`src/rtl/playfield_row_ctrl.sv`:
```
// One playfield row: WIDTH cells of COLOR_W bits with row shift, masked 4-cell write,
// wall-aware hitbox lookup, registered GPU read and a flash-then-erase line-clear FSM.
module playfield_row_ctrl #(
    parameter int unsigned WIDTH        = 12,
    parameter int unsigned COLOR_W      = 3,
    parameter int unsigned ROW_ID       = 0,
    parameter int unsigned ROW_BITS     = 6,
    parameter int unsigned COL_BITS     = 6,
    parameter int unsigned FLASH_CYCLES = 8,
    parameter int unsigned FLASH_COLOR  = 7
) (
    input  logic                       clk,
    input  logic                       reset,
    input  logic                       advance,
    input  logic [WIDTH*COLOR_W-1:0]   shift_in,
    output logic [WIDTH*COLOR_W-1:0]   shift_out,
    input  logic                       wr_en,
    input  logic [ROW_BITS-1:0]        wr_row,
    input  logic [4*COL_BITS-1:0]      wr_cols,
    input  logic [3:0]                 wr_mask,
    input  logic [COLOR_W-1:0]         wr_color,
    input  logic [4*COL_BITS-1:0]      hit_cols,
    output logic [3:0]                 hit_status,
    output logic                       row_full,
    input  logic [COL_BITS-1:0]        rd_col,
    output logic [COLOR_W-1:0]         rd_color,
    input  logic                       clr_start,
    output logic                       clr_busy,
    output logic                       clr_done
);

    localparam int unsigned CNT_W = $clog2(FLASH_CYCLES) + 1;
    localparam int unsigned ROW_W = WIDTH * COLOR_W;
    localparam logic [CNT_W-1:0] CNT_LAST = CNT_W'(FLASH_CYCLES - 1);

    typedef enum logic [0:0] {StIdle, StFlash} state_e;

    state_e               state_q, state_d;
    logic [CNT_W-1:0]     cnt_q, cnt_d;
    logic [ROW_W-1:0]     row_q, row_d;
    logic [COLOR_W-1:0]   rd_color_q, rd_color_d;
    logic                 clr_done_q, clr_done_d;
    logic [WIDTH-1:0]     occupied;

    always_comb begin
        occupied = '0;
        for (int i = 0; i < WIDTH; i++) begin
            occupied[i] = |row_q[i*COLOR_W +: COLOR_W];
        end
    end

    assign row_full  = &occupied;
    assign shift_out = row_q;
    assign clr_busy  = (state_q == StFlash);
    assign clr_done  = clr_done_q;
    assign rd_color  = rd_color_q;

    // A probe that matches no in-range column is a wall.
    always_comb begin
        hit_status = 4'b1111;
        for (int k = 0; k < 4; k++) begin
            for (int i = 0; i < WIDTH; i++) begin
                if (hit_cols[k*COL_BITS +: COL_BITS] == COL_BITS'(i)) begin
                    hit_status[k] = occupied[i];
                end
            end
        end
    end

    always_comb begin
        rd_color_d = '0;
        if (state_q == StFlash) begin
            rd_color_d = COLOR_W'(FLASH_COLOR);
        end else begin
            for (int i = 0; i < WIDTH; i++) begin
                if (rd_col == COL_BITS'(i)) begin
                    rd_color_d = row_q[i*COLOR_W +: COLOR_W];
                end
            end
        end
    end

    always_comb begin
        state_d    = state_q;
        cnt_d      = cnt_q;
        row_d      = row_q;
        clr_done_d = 1'b0;

        if (advance) begin
            // Gravity wins over everything and silently aborts a pending clear.
            row_d   = shift_in;
            state_d = StIdle;
            cnt_d   = '0;
        end else begin
            unique case (state_q)
                StIdle: begin
                    if (wr_en && (wr_row == ROW_BITS'(ROW_ID))) begin
                        for (int k = 0; k < 4; k++) begin
                            for (int i = 0; i < WIDTH; i++) begin
                                if (wr_mask[k] && (wr_cols[k*COL_BITS +: COL_BITS] == COL_BITS'(i))) begin
                                    row_d[i*COLOR_W +: COLOR_W] = wr_color;
                                end
                            end
                        end
                    end
                    if (clr_start && row_full) begin
                        state_d = StFlash;
                        cnt_d   = '0;
                    end
                end
                StFlash: begin
                    if (cnt_q == CNT_LAST) begin
                        row_d      = '0;
                        clr_done_d = 1'b1;
                        state_d    = StIdle;
                        cnt_d      = '0;
                    end else begin
                        cnt_d = cnt_q + CNT_W'(1);
                    end
                end
                default: state_d = StIdle;
            endcase
        end
    end

    always_ff @(posedge clk or negedge reset) begin
        if (!reset) begin
            state_q    <= StIdle;
            cnt_q      <= '0;
            row_q      <= '0;
            rd_color_q <= '0;
            clr_done_q <= 1'b0;
        end else begin
            state_q    <= state_d;
            cnt_q      <= cnt_d;
            row_q      <= row_d;
            rd_color_q <= rd_color_d;
            clr_done_q <= clr_done_d;
        end
    end

endmodule

```
`config.mk`:
```
export PLATFORM = sky130hd
export DESIGN_NAME = playfield_row_ctrl
export DESIGN_NICKNAME = d
export VERILOG_FILES = /design/src/rtl/playfield_row_ctrl.sv
export SDC_FILE = /design/constraint.sdc
export NUM_CORES = 1
export LEC_CHECK = 0
export ABC_AREA = 1
export CAP_MARGIN = 20
export CORE_UTILIZATION = 44
export CTS_CLUSTER_SIZE = 24
export DETAILED_ROUTE_END_ITERATION = 10
export PLACE_DENSITY = 0.86
export SLEW_MARGIN = 40
export SYNTH_ARGS = -nofsm -noshare
export SYNTH_HDL_FRONTEND = slang
export SYNTH_SLANG_ARGS = --single-unit
```
`constraint.sdc`:
```
create_clock -name clk -period 2 [get_ports clk]
set_input_delay 0.4 -clock clk [delete_from_list [all_inputs] [get_ports clk]]
set_output_delay 0.4 -clock clk [all_outputs]
set_load 0.01 [all_outputs]
```
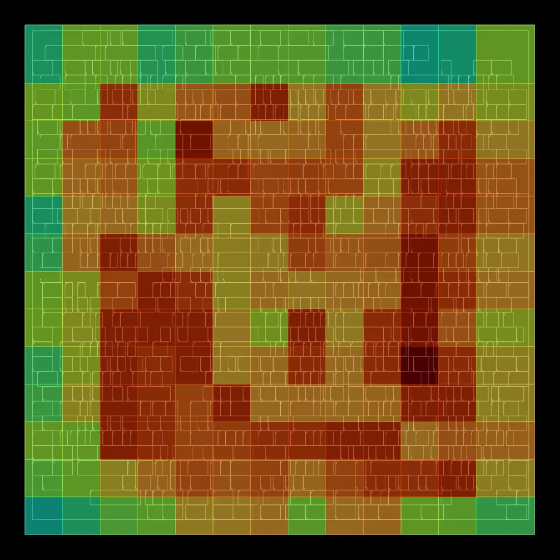
**Above:** routing congestion map.
Avg WL per Cell: 16.1 um
met2 Usage GRT: 0.651
Final Util: 0.784
GR Layer Usage met1: 0.395
met3 usage: 0.0577

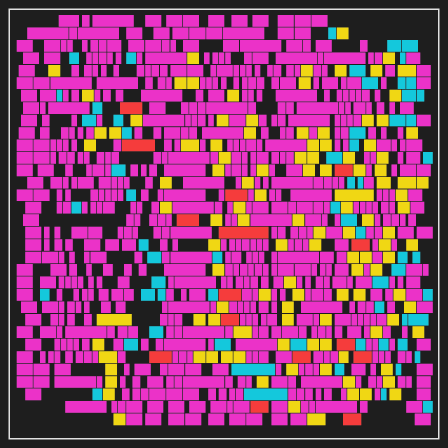
**Above:** cells by drive strength.
_3 and _4 cells: drawn in yellow, cells 115. _0 and _1 cells: drawn in magenta, cells 670. _6 and larger: drawn in red, cells 15. _2 cells: drawn in cyan, cells 62.

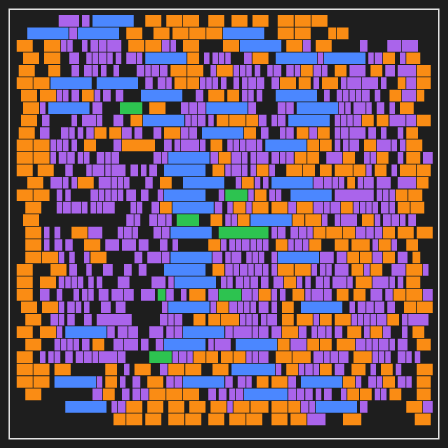
**Above:** placed cells, one colour a class.
flops: drawn in blue, cells 45. clock drivers and dummy loads: drawn in green, cells 7. combinational and other logic: drawn in purple, cells 545. other buffers and delay cells: drawn in orange, cells 265.
post-route cell area: 0.00641 mm^2
area of the core: 0.00818 mm^2

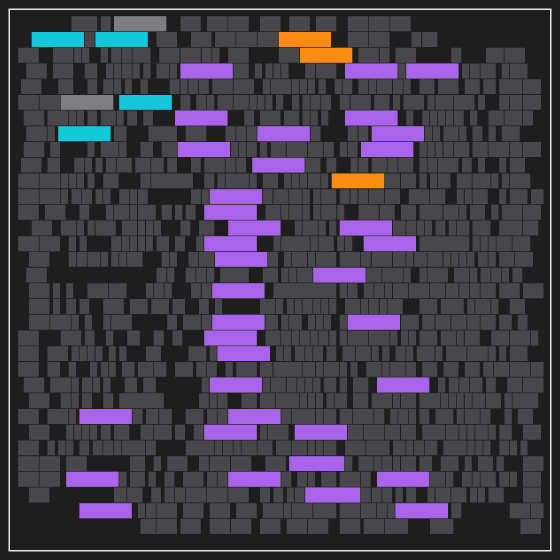
**Above:** register map, names as in the netlist.
Other sequential cells in the stronger grey, the rest of the logic in the fainter grey.
`shift_out`: drawn in purple, sequential cells 36. `cnt_q`: drawn in cyan, sequential cells 4, where top left. `rd_color`: drawn in orange, sequential cells 3.
Another 2 sequential cells are not coloured.

==> flow_metrics.env <==
# implementation run metrics
export IMPL_status="complete, but fails checks"
export IMPL_violations="negative setup slack"
export IMPL_ir_worst_vdd_mv=0.325
export IMPL_cts_root_buf="clkbuf_8"
export IMPL_nets=971
export IMPL_ys_seq_frac=0.306
export IMPL_mostFrequentLayoutCells="158 x nand2_1, 130 x clkdlybuf4s50_1, 105 x buf_4, 61 x inv_1, 56 x nor2_1"
export IMPL_fp_dieW_um=93.5
export IMPL_endpoint_kind="primary output"
export IMPL_skew_ns=0.00792
export IMPL_async_flop_share=1.00
export IMPL_critPathSlowestCell="dfrtp_2"
export IMPL_synth_adder_area_share=0.00340
export IMPL_r2r_setup_slack_ns=0.17
export IMPL_leakage_uw=0.00301
export IMPL_grt_pass1_vias=5311
export IMPL_ctsResizeCount=79
export IMPL_wl_met3_um=1300
export IMPL_cts_tree="yes"
export IMPL_ys_area_mm2=0.00368
export IMPL_dominant_cells="multi-input combinational cells"
export IMPL_fmax_mhz=445
export IMPL_clock_area_frac=0.0162
export IMPL_num_io_pins=154
export IMPL_reg2reg_depth=10
export IMPL_period_used=1.12
export IMPL_grt_ovfl_total=0
export IMPL_setup_viol=5
export IMPL_ys_cells=602
export IMPL_grt_first_pass_wirelength_um=24100
export IMPL_switching_share=0.357
export IMPL_initCoreUtil=0.451
export IMPL_num_antenna_cells=0
export IMPL_cp_arrival_ns=1.85
export IMPL_seqPwrFrac=0.303
export IMPL_tightest_slew_ns=0.743
export IMPL_warnings=28
export IMPL_yosysWarnings=0
export IMPL_antenna_left=0
export IMPL_dp_slack_ns=-0.784
export IMPL_largest_reg_flops=36
export IMPL_seq_share=0.176
export IMPL_drv_slew=0
export IMPL_whs_ns=0.167
export IMPL_place_inst=942
export IMPL_grt_max_degree=46
export IMPL_cts_made_buffers=5
export IMPL_synth_area_mm2=0.00368
export IMPL_synth_area_per_cell_um2=6.12
export IMPL_grt_busiest_layer="met2"
export IMPL_comb_share=0.378
export IMPL_fill_cells=607
export IMPL_route_detailed_drc=0
export IMPL_io_buffer_count=153
export IMPL_route_met2_wl_um=7840
export IMPL_area_growth_pct=74.0
export IMPL_wirelength_met1_um=5770
export IMPL_crit_chain="nor3_2 -> buf_4 -> nor2_2 -> nor2_1 -> nand2_1 -> nand2_1 -> nand2_1 -> nand2_1 -> nand2_1 -> nand3_2 -> a21oi_2 -> buf_2"
export IMPL_fin_ws_ns=-0.249
